## src/rtl/kernel_loader_pkg.sv

```systemverilog
// Shared types and defaults for the kernel loader: FSM state encoding and tap-count helper.
package kernel_loader_pkg;

  typedef enum logic [1:0] {
    StIdle,
    StLoad,
    StFinish
  } state_e;

  localparam int unsigned DefBitDepth   = 8;
  localparam int unsigned DefKernelSize = 3;

  function automatic int unsigned num_taps(input int unsigned kernel_size);
    return kernel_size * kernel_size;
  endfunction

endpackage

```

## src/rtl/kernel_loader_weight_skid_reg.sv

```systemverilog
// One-entry skid register that parks a returning weight while the consumer is stalled.
module kernel_loader_weight_skid_reg #(
  parameter int unsigned Width = 8
) (
  input  logic             clk_i,
  input  logic             rst_i,
  input  logic             capture_i,
  input  logic             drain_i,
  input  logic [Width-1:0] data_i,
  output logic             valid_o,
  output logic [Width-1:0] data_o
);

  logic             valid_q, valid_d;
  logic [Width-1:0] data_q, data_d;

  always_comb begin
    valid_d = valid_q;
    data_d  = data_q;
    if (capture_i) begin
      valid_d = 1'b1;
      data_d  = data_i;
    end else if (drain_i) begin
      valid_d = 1'b0;
    end
  end

  always_ff @(posedge clk_i) begin
    if (rst_i) begin
      valid_q <= 1'b0;
      data_q  <= '0;
    end else begin
      valid_q <= valid_d;
      data_q  <= data_d;
    end
  end

  assign valid_o = valid_q;
  assign data_o  = data_q;

endmodule

```

## src/rtl/kernel_loader.sv

```systemverilog
// Fetches one kernel's taps from the weight SRAM and streams them to the kernel register,
// honouring consumer stalls through a one-entry skid.
module kernel_loader
  import kernel_loader_pkg::*;
#(
  parameter int unsigned BIT_DEPTH   = DefBitDepth,
  parameter int unsigned KERNEL_SIZE = DefKernelSize,
  parameter int unsigned ADDR_WIDTH  = 10,
  parameter int unsigned KIDX_WIDTH  = 4,
  parameter int unsigned BASE_ADDR   = 0,
  parameter bit          REVERSE     = 1'b1
) (
  input  logic                  clk_i,
  input  logic                  rst_i,
  input  logic                  start_i,
  input  logic [KIDX_WIDTH-1:0] kernel_idx_i,
  input  logic                  hold_i,
  output logic                  busy_o,
  output logic                  done_o,
  output logic                  mem_rd_en_o,
  output logic [ADDR_WIDTH-1:0] mem_addr_o,
  input  logic [BIT_DEPTH-1:0]  mem_rd_data_i,
  output logic [BIT_DEPTH-1:0]  kernel_out_o,
  output logic                  kernel_wr_en_o
);

  localparam int unsigned N    = num_taps(KERNEL_SIZE);
  localparam int unsigned CntW = $clog2(N + 1);
  localparam logic [CntW-1:0] NCnt    = CntW'(N);
  localparam logic [CntW-1:0] LastCnt = CntW'(N - 1);

  state_e                state_q, state_d;
  logic [CntW-1:0]       issued_q, issued_d;
  logic [CntW-1:0]       written_q, written_d;
  logic                  pending_q;
  logic [KIDX_WIDTH-1:0] kidx_q, kidx_d;
  logic [BIT_DEPTH-1:0]  kout_q;

  logic                  skid_valid, skid_capture, skid_drain;
  logic [BIT_DEPTH-1:0]  skid_data;
  logic [CntW-1:0]       tap;
  logic [ADDR_WIDTH-1:0] tap_addr;
  logic                  rd_en, wr_en;
  logic [BIT_DEPTH-1:0]  wr_data;

  kernel_loader_weight_skid_reg #(
    .Width(BIT_DEPTH)
  ) u_skid (
    .clk_i    (clk_i),
    .rst_i    (rst_i),
    .capture_i(skid_capture),
    .drain_i  (skid_drain),
    .data_i   (mem_rd_data_i),
    .valid_o  (skid_valid),
    .data_o   (skid_data)
  );

  // Address arithmetic deliberately truncated to ADDR_WIDTH so it wraps around the SRAM.
  always_comb begin
    tap      = REVERSE ? (LastCnt - issued_q) : issued_q;
    tap_addr = ADDR_WIDTH'(BASE_ADDR) + ADDR_WIDTH'(kidx_q) * ADDR_WIDTH'(N)
             + ADDR_WIDTH'(tap);
  end

  always_comb begin
    state_d      = state_q;
    issued_d     = issued_q;
    written_d    = written_q;
    kidx_d       = kidx_q;
    rd_en        = 1'b0;
    wr_en        = 1'b0;
    wr_data      = kout_q;
    skid_capture = 1'b0;
    skid_drain   = 1'b0;
    unique case (state_q)
      StIdle: begin
        if (start_i) begin
          state_d   = StLoad;
          kidx_d    = kernel_idx_i;
          issued_d  = '0;
          written_d = '0;
        end
      end
      StLoad: begin
        rd_en = !hold_i && !skid_valid && (issued_q < NCnt);
        if (!hold_i) begin
          // A parked weight is older than anything in flight, so it goes first.
          if (skid_valid) begin
            wr_en      = 1'b1;
            wr_data    = skid_data;
            skid_drain = 1'b1;
          end else if (pending_q) begin
            wr_en   = 1'b1;
            wr_data = mem_rd_data_i;
          end
        end else begin
          skid_capture = pending_q;
        end
        if (rd_en) issued_d = issued_q + CntW'(1);
        if (wr_en) begin
          written_d = written_q + CntW'(1);
          if (written_q == LastCnt) state_d = StFinish;
        end
      end
      StFinish: state_d = StIdle;
      default:  state_d = StIdle;
    endcase
  end

  always_ff @(posedge clk_i) begin
    if (rst_i) begin
      state_q   <= StIdle;
      issued_q  <= '0;
      written_q <= '0;
      pending_q <= 1'b0;
      kidx_q    <= '0;
      kout_q    <= '0;
    end else begin
      state_q   <= state_d;
      issued_q  <= issued_d;
      written_q <= written_d;
      pending_q <= rd_en;
      kidx_q    <= kidx_d;
      kout_q    <= wr_data;
    end
  end

  assign busy_o         = (state_q == StLoad);
  assign done_o         = (state_q == StFinish);
  assign mem_rd_en_o    = rd_en;
  assign mem_addr_o     = rd_en ? tap_addr : '0;
  assign kernel_wr_en_o = wr_en;
  assign kernel_out_o   = wr_data;

endmodule

```

## config.mk

```make
export PLATFORM = sky130hd
export DESIGN_NAME = kernel_loader
export DESIGN_NICKNAME = d
export VERILOG_FILES = /design/src/rtl/kernel_loader_pkg.sv /design/src/rtl/kernel_loader_weight_skid_reg.sv /design/src/rtl/kernel_loader.sv
export SDC_FILE = /design/constraint.sdc
export NUM_CORES = 1
export LEC_CHECK = 0
export CORE_MARGIN = 4
export CORE_UTILIZATION = 30
export CTS_CLUSTER_SIZE = 20
export DETAILED_ROUTE_END_ITERATION = 12
export PLACE_DENSITY_LB_ADDON = 0.25
export SYNTH_ARGS = -nofsm -noshare
export SYNTH_HDL_FRONTEND = slang
export SYNTH_SLANG_ARGS = --single-unit
```

## constraint.sdc

```tcl
create_clock -name clk_i -period 3 [get_ports clk_i]
set_input_delay 0.45 -clock clk_i [delete_from_list [all_inputs] [get_ports clk_i]]
set_output_delay 0.45 -clock clk_i [all_outputs]
set_load 0.1 [all_outputs]
```

clocks.png
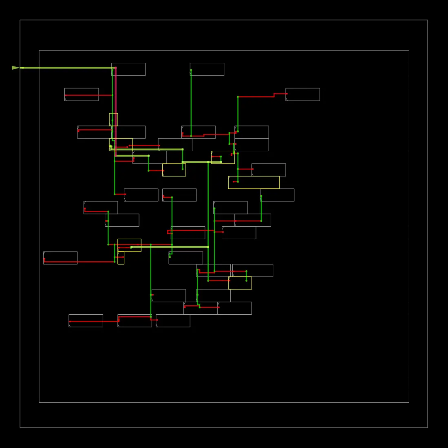
total number of clock tree sinks: 32
Num CTS Buffers: 5
worst-case clock skew: 9.90 ps

wires.png
Bar = 20 um. Two of the layers only.
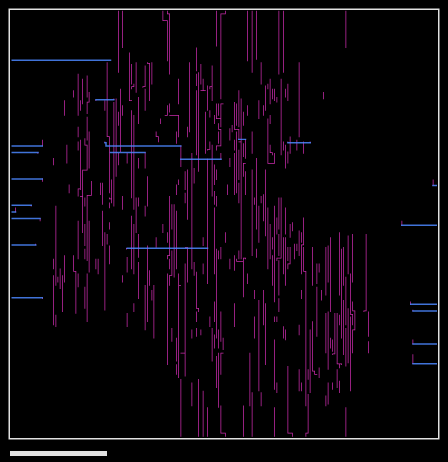
| color | layer | wire length |
|---|---|---|
| magenta | metal 2 | 2,150 um |
| blue | metal 3 | 145 um |

clk_routes.png
Bar = 20 um.
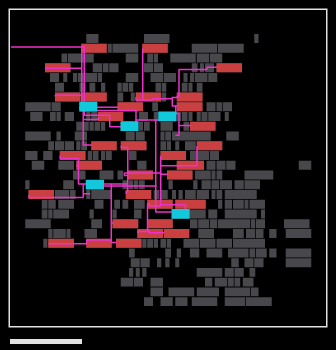
[cyan] clock drivers | count: 5
[red] flip-flops | count: 32
[magenta] clock wires | length: 435 um
routed clock nets: 6
Insertion Delay late pin: 280 ps
Clock Power Share: 37.8%
power dissipated in the clock network: 403 uW

flops_by_reg.png
Bar = 20 um.
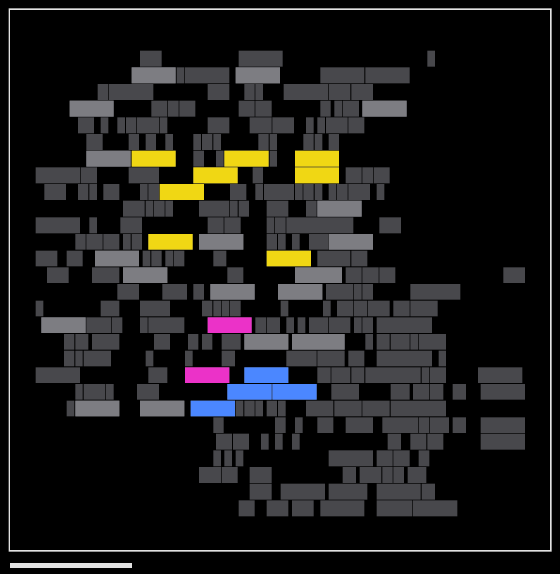
| color | signal | placed flops |
|---|---|---|
| yellow | `u_skid.data_o` | 8 |
| magenta | `state_q` | 2 |
| blue | `kidx_q` | 4 |
not colored: 18

==> run notes <==
The synthesis and place-and-route flow finished, so here is a summary.

The flow ran to the end, and the final reports show no timing, DRC or antenna violations. Cells fill 45.8% of the core in the end. The total DRC errors in the routed layout came out at 0. The post-layout instance count excluding filler cells is 355. The wire length of the first global-routing pass is 7740 um. The count of multi-input combinational gates came out at 181. The count of inserted antenna diode cells is 0. The number of filler cells placed in the layout came out at 590. The sum of overflow across all layers after global routing came out at 0. Synthesis instantiated 43 different standard cells from the library. The most common logic cells in the final layout are nand2_1, dfxtp_1, a21oi_1. After synthesis, the share of flip-flops with an asynchronous set or reset is 0%. Per STA, the endpoint of the critical path is mem_addr_o[7]. Leaving out fill and tap cells, the most frequent cell in the layout is nand2_1. The die width came out at 88.2 um.

The clock period could shrink to 2980 ps. The layout inverter count without the clock tree is 10. The number of nets with antenna violations after detailed routing is 0. Setup repair after global routing could not meet its margin everywhere. The clock root buffer is clkbuf_8. Looking at the max-slew report, the worst-margin pin has a slew of 714 ps. The number of buffers inserted for hold repair after clock tree synthesis is 0. Across the run, the number of max-cap violations was 0. The most used flip-flop cell is dfxtp_1. After layout the signal buffers, clock cells excluded, come to 22.6% of cell area. The total number of tap cells is 75. The worst-path cell with the longest stage delay is fa_2. The wire length per cell after detailed routing is 12.8 um. The Yosys chip area is 0.00193 mm^2. According to the cell report, flip-flops and latches in the layout number 32. The floorplan die area came out at 0.00778 mm^2. The area of all placed cells without fillers is 0.00279 mm^2. The number of global-route vias before repair is 1,644. The setup slack on the worst flop-to-flop path came out at 1030 ps. The per-cell via count in the routed design came out at 4.83. The number of logged tool warnings came out at 30. The cell that appears most often on the critical path is ha_4.

STA classifies the critical path endpoint as an output port. The worst hold slack is 454 ps. The average footprint of a synthesized cell came out at 8.14 um^2. Sorting the Yosys area breakdown by cell type puts at the top dfxtp_1. In the post-synthesis netlist, the cell with the most instances is nand2_1.

The minimum setup slack after placement came out at 78.7 ps. The number of antenna violations at the first check in global routing is 0. Per the summary, power density relative to cell area is 383 mW/mm^2. The port buffer count is 35. The register area is 646 um^2.

The upper clock frequency limit came out at 0.336 GHz. The clock tree buffer count of the final layout is 6. Post-route period utilization is reported as 99.2%. Counting both buffers and inverters, the worst setup path holds a total of 3. The non-clock buffer count in the final layout is 49. The maximum number of buffers from clock root to sink is 2. The final-stage net count is 311.

The total number of cells along the worst setup path came out at 11. Summing every instance area after synthesis gives 0.00193 mm^2. The final routed wirelength across all metal layers came out at 4540 um. The count of final hold-check violations is 0. The logic share of the area came out at 45.7%. The cell count after synthesis came out at 237. The depth of the worst register-to-register path came out at 5.

The die extent in y came out at 88.2 um. The cell total after placement is 340. The count of pins over their slew limit came out at 0. The proportion of layout cells with a drive suffix above 1 came out at 25.4%.

Summing all placed instances gives a cell area of 0.00257 mm^2. The share of the final layout cell area in sequential cells came out at 23.1%. The startpoint type of the worst setup path is a flip-flop. The core region area is 0.00610 mm^2. In the hold report, the worst path ends at u_skid.data_o[2]$_SDFFE_PP0P_. Per the final report, the share of cell area in clock cells is 3.85%. The worst register-to-register path begins at u_skid.valid_o$_SDFFE_PP0P_. The multi-input combinational cells in the finished layout cover a total of 0.00127 mm^2. The worst slew margin relative to its limit is 52.4%. For this run, the final setup violation count is recorded as 0. The setup TNS came out at 0 ps.

By count the netlist is led by nand2_1, dfxtp_1, a21oi_1. After synthesis, the largest area contributor takes up 33.2% of total cell area. The registers of the reported paths see a clock transition of 60 ps. The number of enable flip-flop cells is 0. Ranked by total area, the top cell class in this layout is logic gates.

The instance count along the most critical hold path came out at 2. The required time of the critical path came out at 2550 ps. The cell count listed in synth_stat.txt came out at 237. The area growth from synthesis to layout is 44.7%.

Counting flops and latches in the post-synthesis netlist gives 32. The H-tree generated during clock tree synthesis spans 2 levels. The yosys synthesis warning count is 0.

In this run the worst path has a maximum fanout of 3. Summed over all routing layers, the global router reports a total usage of 12.5%. The final total power came out at 1.07 mW.

Before placement the cells fill 31.7% of the core. TritonCTS built the clock tree. The leakage dissipation came out at 1.05 nW. In this design, the largest share of critical-path delay is due to adder cells. The worst VDD IR drop from the latest analysis is 245 uV. The final weighted congestion in routability-driven placement came out at 0.732.

In this run the worst setup path begins at issued_q[1]$_SDFFE_PP0P_. Listed in order, past its start point the critical path passes inv_2 > ha_4 > ha_4 > ha_4 > inv_2 > fa_2 > nor2b_2 > o21a_1 > o21a_1 > o211a_4 > buf_12. The detailed router finished its first iteration with 68 violations. The min-delay analysis places its worst path in the category flip-flop to flip-flop.

The capture point of the worst register-to-register path is recorded as issued_q[1]$_SDFFE_PP0P_. The largest incremental delay on the critical path came out at 390 ps. The routed via count is 1,713. The launch point of the worst min-delay path is recorded as u_skid.data_o[2]$_SDFFE_PP0P_. The length of the first detailed-routing pass in iterations is 4.

The maximum number of pins on one net before global-route repair is 42. The number of cell rows came out at 28. The setup slack of the critical path after layout is 23.3 ps. The register area share after synthesis came out at 33.2%. The data arrival time of the critical path is 2530 ps. The half-perimeter wire length of the detailed placement result is 3170 um.

The critical path class is flip-flop to output port. For this design the top-level I/O count stands at 38. The main area contributors are dfxtp_1, ha_1, a21oi_1, nand2_1, mux2i_1.
[power by group]
group          internal, mW  switching (mW)
clock network         0.246           0.157
registers             0.432          0.0104
logic                0.0841           0.139
[layer usage]
metal	vias up	GRT usage (%)	routed length, um
li1	904	-	-
met1	779	16.8	2230
met2	28	20.4	2150
met3	2	3.10	144
met4	0	2.88	19
met5	-	0	0
[timing repair]
action                                  4_1_cts  5_1_grt
hold endpoints to repair                      0        0
buffers inserted                              6        1
endpoints found under the setup margin        3        4
pin swaps                                     8        6
resized                                      14        1
[logic make-up after synthesis]
group | after synthesis | synth area share, %
compound gates | 51 | 16.0
mux | 10 | 5.19
flops | 32 | 33.2
simple gates | 97 | 26.3
buf+inv | 25 | 6.10
other cells | 1 | 0.194
fa+ha+maj | 16 | 10.8
xor+xnor | 5 | 2.27
Power figures rest on the tool's default switching activity, not on a simulated workload.
